**src/rtl/scpu_prog_loader_8bit_if.sv**
```systemverilog
// scpu_prog_loader_8bit_if: byte-stream input and memory write bus of the program loader
//   s_data/s_valid/s_ready : valid/ready byte stream into the loader
//   m_addr/m_dataout/m_we  : memory write port driven by the loader
//   slave modport  : loader side
//   master modport : stream source / memory side
interface scpu_prog_loader_8bit_if #(
    parameter int ADDR_W = 9
) ();
    logic [7:0]        s_data;
    logic              s_valid;
    logic              s_ready;
    logic [ADDR_W-1:0] m_addr;
    logic [7:0]        m_dataout;
    logic              m_we;

    modport slave (
        input  s_data, s_valid,
        output s_ready, m_addr, m_dataout, m_we
    );

    modport master (
        output s_data, s_valid,
        input  s_ready, m_addr, m_dataout, m_we
    );
endinterface

```
**src/rtl/scpu_prog_loader_8bit.sv**
```systemverilog
// scpu_prog_loader_8bit: boot loader that writes a framed, checksummed program image into memory and starts the CPU
//   clk, rst   : clock, asynchronous active-high reset
//   bus        : stream input and memory write port (slave modport)
//   bus_sel    : 1 = loader owns memory mux, 0 = CPU owns it
//   cpu_enable : CPU enable level
//   cpu_start  : one-cycle CPU start pulse
//   load_done  : image loaded with good checksum, sticky until rst
//   load_err   : frame error (bad length, bad checksum or timeout)
// Frame: SYNC_BYTE, len_hi, len_lo, N data bytes, csum; N = {len_hi[0],len_lo}+1.
// Optional macro LOADER_TIMEOUT_EN adds an inter-byte timeout of TIMEOUT_CYC cycles.
module scpu_prog_loader_8bit #(
    parameter int                ADDR_W      = 9,
    parameter logic [ADDR_W-1:0] BASE_ADDR   = '0,
    parameter logic [7:0]        SYNC_BYTE   = 8'hA5,
    parameter int                TIMEOUT_CYC = 1024
) (
    input  logic                   clk,
    input  logic                   rst,
    scpu_prog_loader_8bit_if.slave bus,
    output logic                   bus_sel,
    output logic                   cpu_enable,
    output logic                   cpu_start,
    output logic                   load_done,
    output logic                   load_err
);
    typedef enum logic [2:0] {
        IDLE, LEN_HI, LEN_LO, DATA, CSUM, START, DONE, ERR
    } state_t;

    state_t            state_q, state_d;
    logic [8:0]        len_q, len_d;
    logic [8:0]        cnt_q, cnt_d;
    logic [7:0]        sum_q, sum_d;
    logic [ADDR_W-1:0] m_addr_q, m_addr_d;
    logic [7:0]        m_dataout_q, m_dataout_d;
    logic              m_we_q, m_we_d;
    logic              bus_sel_q, bus_sel_d;
    logic              cpu_enable_q, cpu_enable_d;
    logic              cpu_start_q, cpu_start_d;
    logic              load_done_q, load_done_d;
    logic              load_err_q, load_err_d;
    logic              ready;
    logic              acc;
    logic [7:0]        sum_next;

`ifdef LOADER_TIMEOUT_EN
    localparam int TMO_W = (TIMEOUT_CYC > 2) ? $clog2(TIMEOUT_CYC) : 1;
    logic [TMO_W-1:0] tmo_q, tmo_d;
`else
    logic unused_tmo;
    assign unused_tmo = TIMEOUT_CYC[0];
`endif

    assign ready    = !(state_q == START || state_q == DONE);
    assign acc      = bus.s_valid && ready;
    assign sum_next = sum_q + bus.s_data;

    always_comb begin
        state_d      = state_q;
        len_d        = len_q;
        cnt_d        = cnt_q;
        sum_d        = sum_q;
        m_addr_d     = m_addr_q;
        m_dataout_d  = m_dataout_q;
        m_we_d       = 1'b0;
        bus_sel_d    = bus_sel_q;
        cpu_enable_d = cpu_enable_q;
        cpu_start_d  = 1'b0;
        load_done_d  = load_done_q;
        load_err_d   = load_err_q;
        case (state_q)
            IDLE: begin
                if (acc && bus.s_data == SYNC_BYTE)
                    state_d = LEN_HI;
            end
            LEN_HI: begin
                if (acc) begin
                    if (|bus.s_data[7:1]) begin
                        state_d    = ERR;
                        load_err_d = 1'b1;
                    end else begin
                        len_d   = {bus.s_data[0], 8'd0};
                        state_d = LEN_LO;
                    end
                end
            end
            LEN_LO: begin
                if (acc) begin
                    len_d   = {len_q[8], bus.s_data};
                    cnt_d   = '0;
                    sum_d   = '0;
                    state_d = DATA;
                end
            end
            DATA: begin
                if (acc) begin
                    m_we_d      = 1'b1;
                    m_addr_d    = BASE_ADDR + ADDR_W'(cnt_q);
                    m_dataout_d = bus.s_data;
                    sum_d       = sum_next;
                    cnt_d       = cnt_q + 9'd1;
                    // len_q holds N-1, so equality marks the Nth byte
                    if (cnt_q == len_q)
                        state_d = CSUM;
                end
            end
            CSUM: begin
                if (acc) begin
                    if (sum_next == 8'd0) begin
                        state_d      = START;
                        bus_sel_d    = 1'b0;
                        cpu_enable_d = 1'b1;
                        cpu_start_d  = 1'b1;
                        load_done_d  = 1'b1;
                    end else begin
                        state_d    = ERR;
                        load_err_d = 1'b1;
                    end
                end
            end
            START: state_d = DONE;
            DONE:  state_d = DONE;
            ERR: begin
                if (acc && bus.s_data == SYNC_BYTE) begin
                    load_err_d = 1'b0;
                    state_d    = LEN_HI;
                end
            end
            default: state_d = IDLE;
        endcase
`ifdef LOADER_TIMEOUT_EN
        tmo_d = '0;
        if (state_q == LEN_HI || state_q == LEN_LO || state_q == DATA || state_q == CSUM) begin
            // leave on the edge where the count would reach TIMEOUT_CYC-1
            if (acc)
                tmo_d = '0;
            else if (tmo_q == TMO_W'(TIMEOUT_CYC - 2)) begin
                state_d    = ERR;
                load_err_d = 1'b1;
            end else
                tmo_d = tmo_q + 1'b1;
        end
`endif
    end

    always_ff @(posedge clk or posedge rst) begin
        if (rst) begin
            state_q      <= IDLE;
            len_q        <= '0;
            cnt_q        <= '0;
            sum_q        <= '0;
            m_addr_q     <= '0;
            m_dataout_q  <= '0;
            m_we_q       <= 1'b0;
            bus_sel_q    <= 1'b1;
            cpu_enable_q <= 1'b0;
            cpu_start_q  <= 1'b0;
            load_done_q  <= 1'b0;
            load_err_q   <= 1'b0;
`ifdef LOADER_TIMEOUT_EN
            tmo_q        <= '0;
`endif
        end else begin
            state_q      <= state_d;
            len_q        <= len_d;
            cnt_q        <= cnt_d;
            sum_q        <= sum_d;
            m_addr_q     <= m_addr_d;
            m_dataout_q  <= m_dataout_d;
            m_we_q       <= m_we_d;
            bus_sel_q    <= bus_sel_d;
            cpu_enable_q <= cpu_enable_d;
            cpu_start_q  <= cpu_start_d;
            load_done_q  <= load_done_d;
            load_err_q   <= load_err_d;
`ifdef LOADER_TIMEOUT_EN
            tmo_q        <= tmo_d;
`endif
        end
    end

    assign bus.s_ready   = ready;
    assign bus.m_addr    = m_addr_q;
    assign bus.m_dataout = m_dataout_q;
    assign bus.m_we      = m_we_q;
    assign bus_sel       = bus_sel_q;
    assign cpu_enable    = cpu_enable_q;
    assign cpu_start     = cpu_start_q;
    assign load_done     = load_done_q;
    assign load_err      = load_err_q;
endmodule
```
**src/flat_wrapper.sv**
```systemverilog
// flat-port wrapper written by rule: the top's interface ports become plain ports
module scpu_prog_loader_8bit_flat 
#(
    parameter int                ADDR_W      = 9,
    parameter logic [ADDR_W-1:0] BASE_ADDR   = '0,
    parameter logic [7:0]        SYNC_BYTE   = 8'hA5,
    parameter int                TIMEOUT_CYC = 1024
)
  (clk, rst, bus_sel, cpu_enable, cpu_start, load_done, load_err, bus_s_data, bus_s_valid, bus_s_ready, bus_m_addr, bus_m_dataout, bus_m_we);
  scpu_prog_loader_8bit_if #(.ADDR_W(ADDR_W)) bus_i ();
  input  logic clk;
  input  logic rst;
  output logic bus_sel;
  output logic cpu_enable;
  output logic cpu_start;
  output logic load_done;
  output logic load_err;
  input wire logic [$bits(bus_i.s_data)-1:0] bus_s_data;
  input wire logic [$bits(bus_i.s_valid)-1:0] bus_s_valid;
  output wire logic [$bits(bus_i.s_ready)-1:0] bus_s_ready;
  output wire logic [$bits(bus_i.m_addr)-1:0] bus_m_addr;
  output wire logic [$bits(bus_i.m_dataout)-1:0] bus_m_dataout;
  output wire logic [$bits(bus_i.m_we)-1:0] bus_m_we;
  assign bus_i.s_data = bus_s_data;
  assign bus_i.s_valid = bus_s_valid;
  assign bus_s_ready = bus_i.s_ready;
  assign bus_m_addr = bus_i.m_addr;
  assign bus_m_dataout = bus_i.m_dataout;
  assign bus_m_we = bus_i.m_we;
  scpu_prog_loader_8bit #(.ADDR_W(ADDR_W), .BASE_ADDR(BASE_ADDR), .SYNC_BYTE(SYNC_BYTE), .TIMEOUT_CYC(TIMEOUT_CYC)) u_core (.clk(clk), .rst(rst), .bus(bus_i), .bus_sel(bus_sel), .cpu_enable(cpu_enable), .cpu_start(cpu_start), .load_done(load_done), .load_err(load_err));
endmodule
```
**config.mk**
```make
export PLATFORM = sky130hd
export DESIGN_NAME = scpu_prog_loader_8bit_flat
export DESIGN_NICKNAME = d
export VERILOG_FILES = /design/src/rtl/scpu_prog_loader_8bit_if.sv /design/src/rtl/scpu_prog_loader_8bit.sv /design/src/flat_wrapper.sv
export SDC_FILE = /design/constraint.sdc
export NUM_CORES = 1
export LEC_CHECK = 0
export CAP_MARGIN = 20
export CELL_PAD_IN_SITES_DETAIL_PLACEMENT = 1
export CELL_PAD_IN_SITES_GLOBAL_PLACEMENT = 1
export CORE_MARGIN = 2
export CORE_UTILIZATION = 38
export DETAILED_ROUTE_END_ITERATION = 12
export PLACE_DENSITY = 0.82
export SYNTH_ARGS = -nofsm -noshare
export SYNTH_HDL_FRONTEND = slang
export SYNTH_SLANG_ARGS = --single-unit
```
**constraint.sdc**
```tcl
create_clock -name clk -period 2.2 [get_ports clk]
set_input_delay 0.44 -clock clk [delete_from_list [all_inputs] [get_ports clk]]
set_output_delay 0.44 -clock clk [all_outputs]
set_load 0.005 [all_outputs]
```
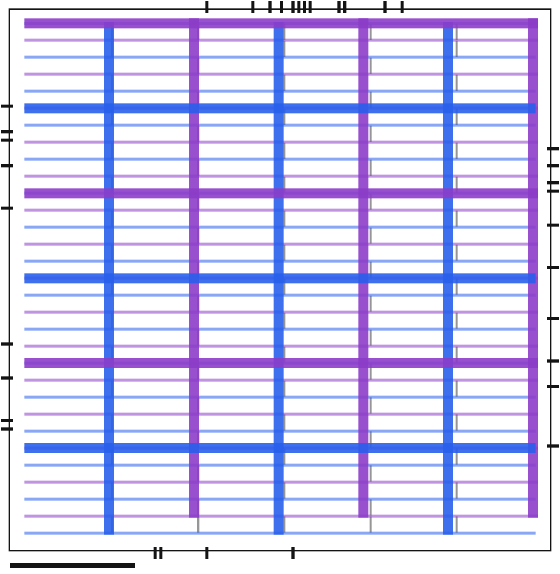
Run 1: power grid
Bar = 20 um. Pins as bars on the die edge. Tap cells in gray.
- VDD: purple
- VSS: blue
- signal pins: 35
- met5 straps: 6
chip width: 86.5 um
core outline area: 0.00668 mm2
Peak VDD IR: 0.244 mV
die outline height: 86.5 um

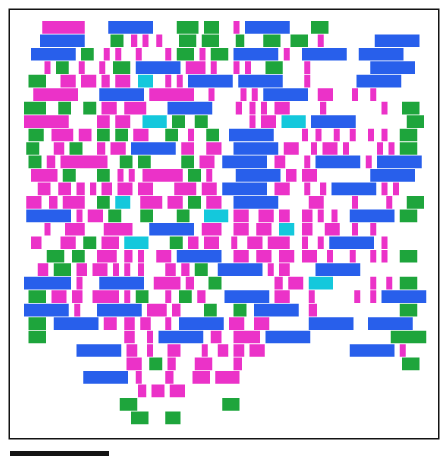
Run 1: placed cells, one color a class
Bar = 20 um.
- registers: blue (cells 51; share of their area 38%)
- remaining buffers and delay cells: green (cells 70; share of their area 18%)
- clock drivers and dummy loads: cyan (cells 8; share of their area 2.8%)
- remaining logic cells: magenta (cells 206; share of their area 41%)
core occupancy in the finished layout: 0.524
standard-cell row count: 30

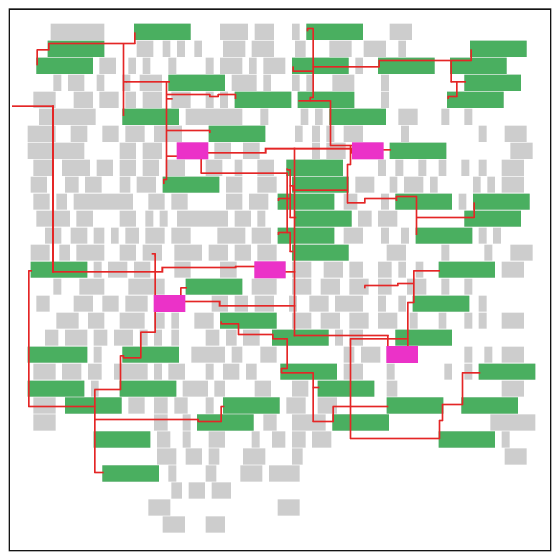
Run 1: clock distribution
- clock-net drivers: magenta (count 5)
- clock wires: red (length 668 um)
- flip-flops: green (count 51)
- routed clock nets: 6
- flops lie: widely spread
power in the clock group: 594 uW
clk latency late pin: 0.32 ns
fraction of power consumed by the clock network: 0.356

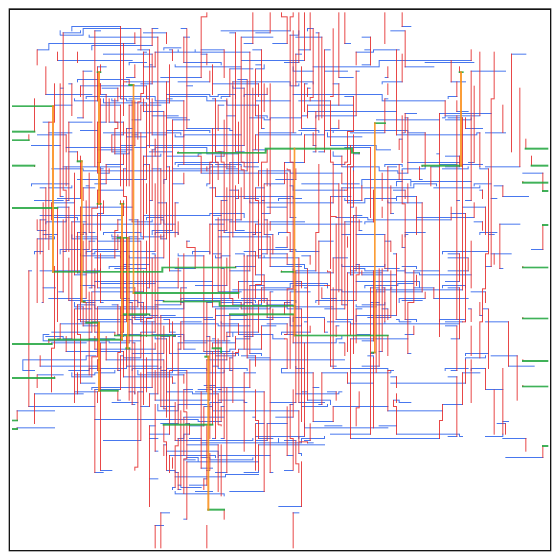
Run 1: wiring by layer
- M1: blue (wire length 3090 um)
- M3: green (wire length 246 um)
- M4: orange (wire length 260 um)
- M2: red (wire length 3970 um)
Total Routing Usage GR: 0.212
Final Routed Wirelength: 7.57 mm
average wire length per cell after detail routing: 18.2 um
detailed-route via count: 2324

==> run notes, run 1 <==
The logs give 0 for the count of hold-fix buffers inserted at cts and 0.414 ns for the worst hold-check slack. The worst reg-to-reg setup slack is -0.04 ns, and the H-tree depth is 2. The synthesized design contains 51 register bits. For the completed layout, the total cell area is recorded as 0.00350 mm2.

The final report lists the setup-violating endpoint count as 2. The run gives 0.494 as the fraction of the yosys area taken by sequential cells. The tools report the endpoint type of the worst setup path as a flop.

For this run, the detailed router's first-pass iteration total came to 4. STA lists the startpoint of the worst register-to-register path as u_core.sum_q[0]$_DFFE_PP0P_. Looking at the cell usage after synthesis, the top flip-flop cell is sky130_fd_sc_hd__dfrtp_1. Per the CTS log, the buffer count on the longest clock path is 2.

Derived from the worst setup path, the maximum achievable clock frequency is 447 MHz. Counting endpoints that fail hold in the final report gives 0. The filler cells instantiated in the layout total 754. The critical path is of the flop to flop type. The tightest slew margin relative to the limit is 0.680, and the sequential cell area is 0.00128 mm2. The run gives 0 for the count of final max-slew check failures. The run finished, with violations left. Per the GRT congestion report, total overflow comes to 0. In this design, the stage delay of the slowest critical-path cell is 0.42 ns. For the pin with the worst max-slew slack, the measured transition is 0.480 ns. The gate-level netlist out of Yosys references 49 unique cell types.

The average footprint of a synthesized cell was 9.71 um2; the post-synthesis chip area from yosys was 0.00258 mm2. The final worst slack is -0.0389 ns, and the clock buffer count from CTS is 5. The total number of warnings across the stage logs came out at 28. The run gives 1.67 mW as the total design power. The tools report the critical path launch point as u_core.sum_q[0]$_DFFE_PP0P_.

The script computed a power per unit cell area of 477 mW/mm2. The final critical-path required period came out at 2.24 ns. The number of buffers and inverters on the critical path is 2. The proportion of layout cells with a drive suffix above 1 works out to 0.233.

The endpoint identified for the worst register-to-register timing path is u_core.sum_q[6]$_DFFE_PP0P_. The number of inserted diodes is 0, and the area used by multi-input combinational logic is 0.00138 mm2. The standby leakage power came out at 1.70 nW. The checks that failed: setup timing. Looking at the critical path, the highest net fanout was 3. For the number of antenna violations at the first check in global routing, the log shows 0. The OpenROAD report gives the critical path a required time of 2.41 ns. The number of cells on the critical path was 8; the global placement routability congestion was 0.883.
run 1: Yosys cell counts, types with 4 or more instances:
library cell,number
sky130_fd_sc_hd__and3_1,4
sky130_fd_sc_hd__xnor2_1,12
sky130_fd_sc_hd__dfrtp_1,50
sky130_fd_sc_hd__a22o_1,15
sky130_fd_sc_hd__o21ai_0,6
sky130_fd_sc_hd__nor2_1,18
sky130_fd_sc_hd__ha_1,8
sky130_fd_sc_hd__xor2_1,7
sky130_fd_sc_hd__nor2b_1,4
sky130_fd_sc_hd__clkbuf_1,8
sky130_fd_sc_hd__inv_1,6
sky130_fd_sc_hd__nand4_1,6
sky130_fd_sc_hd__nand2_1,65
sky130_fd_sc_hd__a21oi_1,6
run 1: flip-flops by register name (all words and copies together), names as in the netlist:
| register | flops |
|---|---|
| u_core.bus.m_addr | 9 |
| u_core.bus.m_dataout | 8 |
| u_core.bus.m_we | 1 |
| u_core.bus_sel | 1 |
| u_core.cnt_q | 9 |
| u_core.cpu_enable | 1 |
| u_core.cpu_start | 1 |
| u_core.len_q | 9 |
| u_core.load_err | 1 |
| u_core.state_q | 3 |
| u_core.sum_q | 8 |
run 1: worst min-delay path by stage:
| stage | startpoint | to | slack, ns |
|---|---|---|---|
| after floorplan | u_core.bus_sel$_DFFE_PP1P_ | u_core.bus_sel$_DFFE_PP1P_ | 0.43 |
| after global placement | u_core.bus_sel$_DFFE_PP1P_ | u_core.bus_sel$_DFFE_PP1P_ | 0.44 |
| after detailed placement | u_core.bus_sel$_DFFE_PP1P_ | u_core.bus_sel$_DFFE_PP1P_ | 0.44 |
| after CTS | u_core.bus_sel$_DFFE_PP1P_ | u_core.bus_sel$_DFFE_PP1P_ | 0.45 |
| after global routing | bus_s_data[1] | u_core.bus.m_dataout[1]$_DFFE_PP0P_ | 0.43 |
| final | bus_s_data[1] | u_core.bus.m_dataout[1]$_DFFE_PP0P_ | 0.41 |
run 1: timing repair:
| item | CTS | global route |
|---|---|---|
| endpoints found under the setup margin | 18 | 8 |
| gates resized | 14 | 16 |
| setup buffers | 5 | 1 |
| pin swaps | 4 | 6 |
run 1: worst reg2reg max path: cells and delay by family, from the launching register on:
family | cells | cell delay [ns]
AND-OR/OR-AND | 3 | 0.67
adder cells (fa/ha/maj) | 2 | 0.56
buffers and inverters | 2 | 0.32
flip-flops | 1 | 0.42
AND/OR/NAND/NOR | 1 | 0.17
run 1: cell families after synthesis:
group                    after synthesis  share of synthesized area
AND-OR/OR-AND                         49                      0.140
adder cells (fa/ha/maj)                9                     0.0465
buffers and inverters                 16                     0.0247
multiplexers                           1                    0.00581
XOR/XNOR                              19                     0.0644
flip-flops                            51                      0.494
AND/OR/NAND/NOR                      121                      0.224
run 1: metal layers:
metal	track usage	wire length, um	vias up
li1	-	-	1059
met1	0.252	3090	1188
met2	0.366	3970	53
met3	0.0495	246	24
met4	0.0923	259	0
met5	0	0	-
run 1: area by class of cell:
class	instances	area share
clock buffers	5	0.0197
clock inverters	3	0.00751
inverters	7	0.00751
multi-input cells	199	0.395
flip-flops and latches	51	0.365
well taps	80	0.0286
repair buffers	70	0.177
--- run 2 (diff from run 1) ---
--- a/config.mk
+++ b/config.mk
@@ -5,6 +5,7 @@
 export SDC_FILE = /design/constraint.sdc
 export NUM_CORES = 1
 export LEC_CHECK = 0
+export ABC_CLOCK_PERIOD_IN_PS = 2200
 export CAP_MARGIN = 20
 export CELL_PAD_IN_SITES_DETAIL_PLACEMENT = 1
 export CELL_PAD_IN_SITES_GLOBAL_PLACEMENT = 1
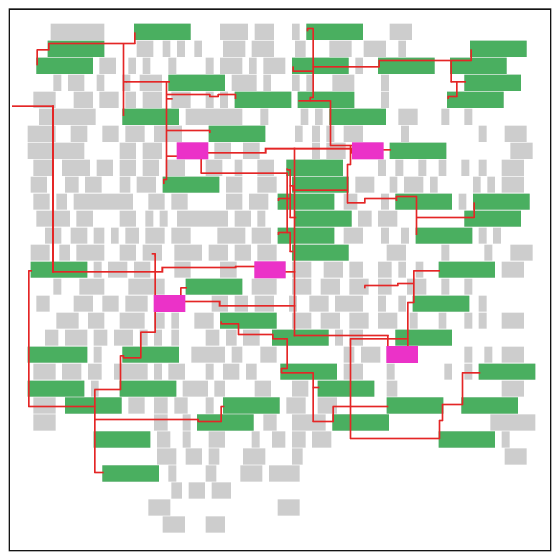
Run 2: clock distribution
- clock wires: red (length 668 um)
- flip-flops: green (count 51)
- clock-net drivers: magenta (count 5)
- routed clock nets: 6
- flops lie: widely spread
clock skew after layout: 0.00776 ns

==> run notes, run 2 <==
The run finished, with violations left. The checks that failed: setup timing. The run gives 0.212 (unchanged) as the total routing resource utilization after global routing.

The run gives 0.244 mV (unchanged) for the highest ir drop seen on vdd. The count of hold-fix buffers inserted at cts was 0 (unchanged). The height of the chip is 86.5 um (unchanged), and the final wirelength is 7.57 mm (unchanged). The cell area power density is 477 mW/mm2 (unchanged). The required time at the endpoint of the critical path was 2.41 ns (about the same); the number of cell rows was 30 (unchanged). The total number of warnings across the stage logs is 28 (unchanged). Number of different library cells in the post-synthesis netlist: 49 (unchanged).

The final critical-path required period was 2.24 ns (unchanged); the maximum fanout encountered on the critical timing path was 3 (unchanged). Setup repair after global routing could not meet its margin everywhere. The logs give 0.883 (unchanged) for the global placement routability congestion and -0.0389 ns (unchanged) for the final worst slack. The number of inserted diodes was 0 (unchanged). The run gives 9.71 um2 (unchanged) for the average footprint of a synthesized cell.

The synthesis-stage register bit count was 51 (unchanged); the clock network latency to the later pin of the worst-skew pair was 0.32 ns (about the same). The tools report the count of final max-slew check failures as 0 (unchanged). For the fraction of the yosys area taken by sequential cells, the log shows 0.494 (unchanged). Sorting the synthesized cells by area gives the leading types as sky130_fd_sc_hd__dfrtp_1, sky130_fd_sc_hd__nand2_1, sky130_fd_sc_hd__a22o_1, sky130_fd_sc_hd__xnor2_1, sky130_fd_sc_hd__ha_1. For this run the top cell type by instance count after synthesis was sky130_fd_sc_hd__nand2_1. STA classifies the critical path endpoint as a flop. The most frequently used flop master after synthesis was sky130_fd_sc_hd__dfrtp_1. The run gives 0 (unchanged) for the number of antenna violations at the first check in global routing. The post-synthesis chip area from yosys is 0.00258 mm2 (unchanged). The width of the die is 86.5 um (unchanged). The logs give 0 (unchanged) for the total count of hold-check failures in the final report and 5 (unchanged) for the clock buffer count from CTS.

The worst setup path is launched from a flop. The iteration count of the initial detailed-routing pass is 4 (unchanged), and the tightest slew margin relative to the limit is 0.680 (unchanged). The mean routed wirelength per cell is 18.2 um (unchanged). sky130_fd_sc_hd__dfrtp_1 takes more of the synthesized area than any other cell. With the transition time at the pin with the least slew margin at 0.480 ns (unchanged), the core utilization of the finished layout is 0.524 (unchanged).

The final tally of setup violations is 2 (unchanged). Critical path class: flop to flop. With the maximum clock frequency at 447 MHz (unchanged), the maximum single-stage delay on the critical path is 0.42 ns (about the same).

The logs give 2 (unchanged) for the number of buffers on the longest clock path and 286 for the number of nets produced by synthesis. The total congestion overflow came out at 0 (unchanged). The core region area was 0.00668 mm2 (unchanged). The fill cell instance count of the final layout was 754 (unchanged).

The standby leakage power came out at 1.70 nW (unchanged).
[run 2: cell counts in the layout (fill, tap and decap cells not counted)]
No cell type changed its count.
[run 2: area by class of cell]
cell class	count	area (um2)	share of cell area
multi-input combinational	199	1380	0.395
timing repair buffer	70	619	0.177
sequential	51	1280	0.365
clock inverter	3	26.3	0.00751
inverter	7	26.3	0.00751
tap	80	100	0.0286
clock buffer	5	68.8	0.0197
[run 2: critical path, delay by kind of cell (launching register included)]
family          cells  cell delay [ns]
buf+inv             2             0.32
flops               1             0.42
simple gates        1             0.16
compound gates      3             0.67
fa+ha+maj           2             0.56
[run 2: final timing paths]
path,slack [ns],to,from
max reg2reg,-0.04,u_core.sum_q[6]$_DFFE_PP0P_,u_core.sum_q[0]$_DFFE_PP0P_
min reg2reg,0.46,u_core.bus_sel$_DFFE_PP1P_,u_core.bus_sel$_DFFE_PP1P_
max in group asynchronous,1.44,u_core.bus_sel$_DFFE_PP1P_,rst
min in group asynchronous,0.47,u_core.bus.m_addr[6]$_DFFE_PP0P_,rst
min,0.41,u_core.bus.m_dataout[1]$_DFFE_PP0P_,bus_s_data[1]
max,-0.04,u_core.sum_q[6]$_DFFE_PP0P_,u_core.sum_q[0]$_DFFE_PP0P_
[run 2: what timing repair did]
action                     CTS  global route
resized                     14            16
setup buffers                5             1
cloned                       0             0
pin swaps                    4             6
setup endpoints to repair   18             8
[run 2: kinds of logic (layout without fill, tap and decap cells)]
group	after synthesis	after routing	synth area share
multiplexers	1	1	0.00581
XOR/XNOR	19	19	0.0644
AND/OR/NAND/NOR	121	121	0.224
buffers and inverters	16	85	0.0247
adder cells (fa/ha/maj)	9	9	0.0465
flip-flops	51	51	0.494
AND-OR/OR-AND	49	49	0.140
[run 2: through the flow]
| stage | hold WS (ns) | cell area (um2) | setup WS (ns) | total power [mW] | cells |
|---|---|---|---|---|---|
| after floorplan | 0.430 | 2600 | 0.0100 | 1.00 | 266 |
| after global placement | 0.438 | 3240 | -0.598 | 1.07 | 401 |
| after detailed placement | 0.436 | 3240 | -0.752 | 1.08 | 401 |
| after CTS | 0.455 | 3420 | -0.0398 | 1.67 | 414 |
| after global routing | 0.430 | 3500 | -0.117 | 1.73 | 415 |
| final | 0.414 | 3500 | -0.0389 | 1.67 | 415 |
[run 2: power breakdown]
part	internal (mW)	leakage (nW)	switching [mW]
Combinational	0.0619	0.949	0.0772
Sequential	0.937	0.699	0
Clock	0.235	0.0491	0.359
Total	1.23	1.70	0.436
[run 2: metal layers]
layer / share of wire / track usage
met4: 0.034 / 0.0923
met2: 0.52 / 0.366
met5: 0 / 0
met1: 0.41 / 0.252
met3: 0.033 / 0.0495
Power is estimated from default activity; no workload was simulated.
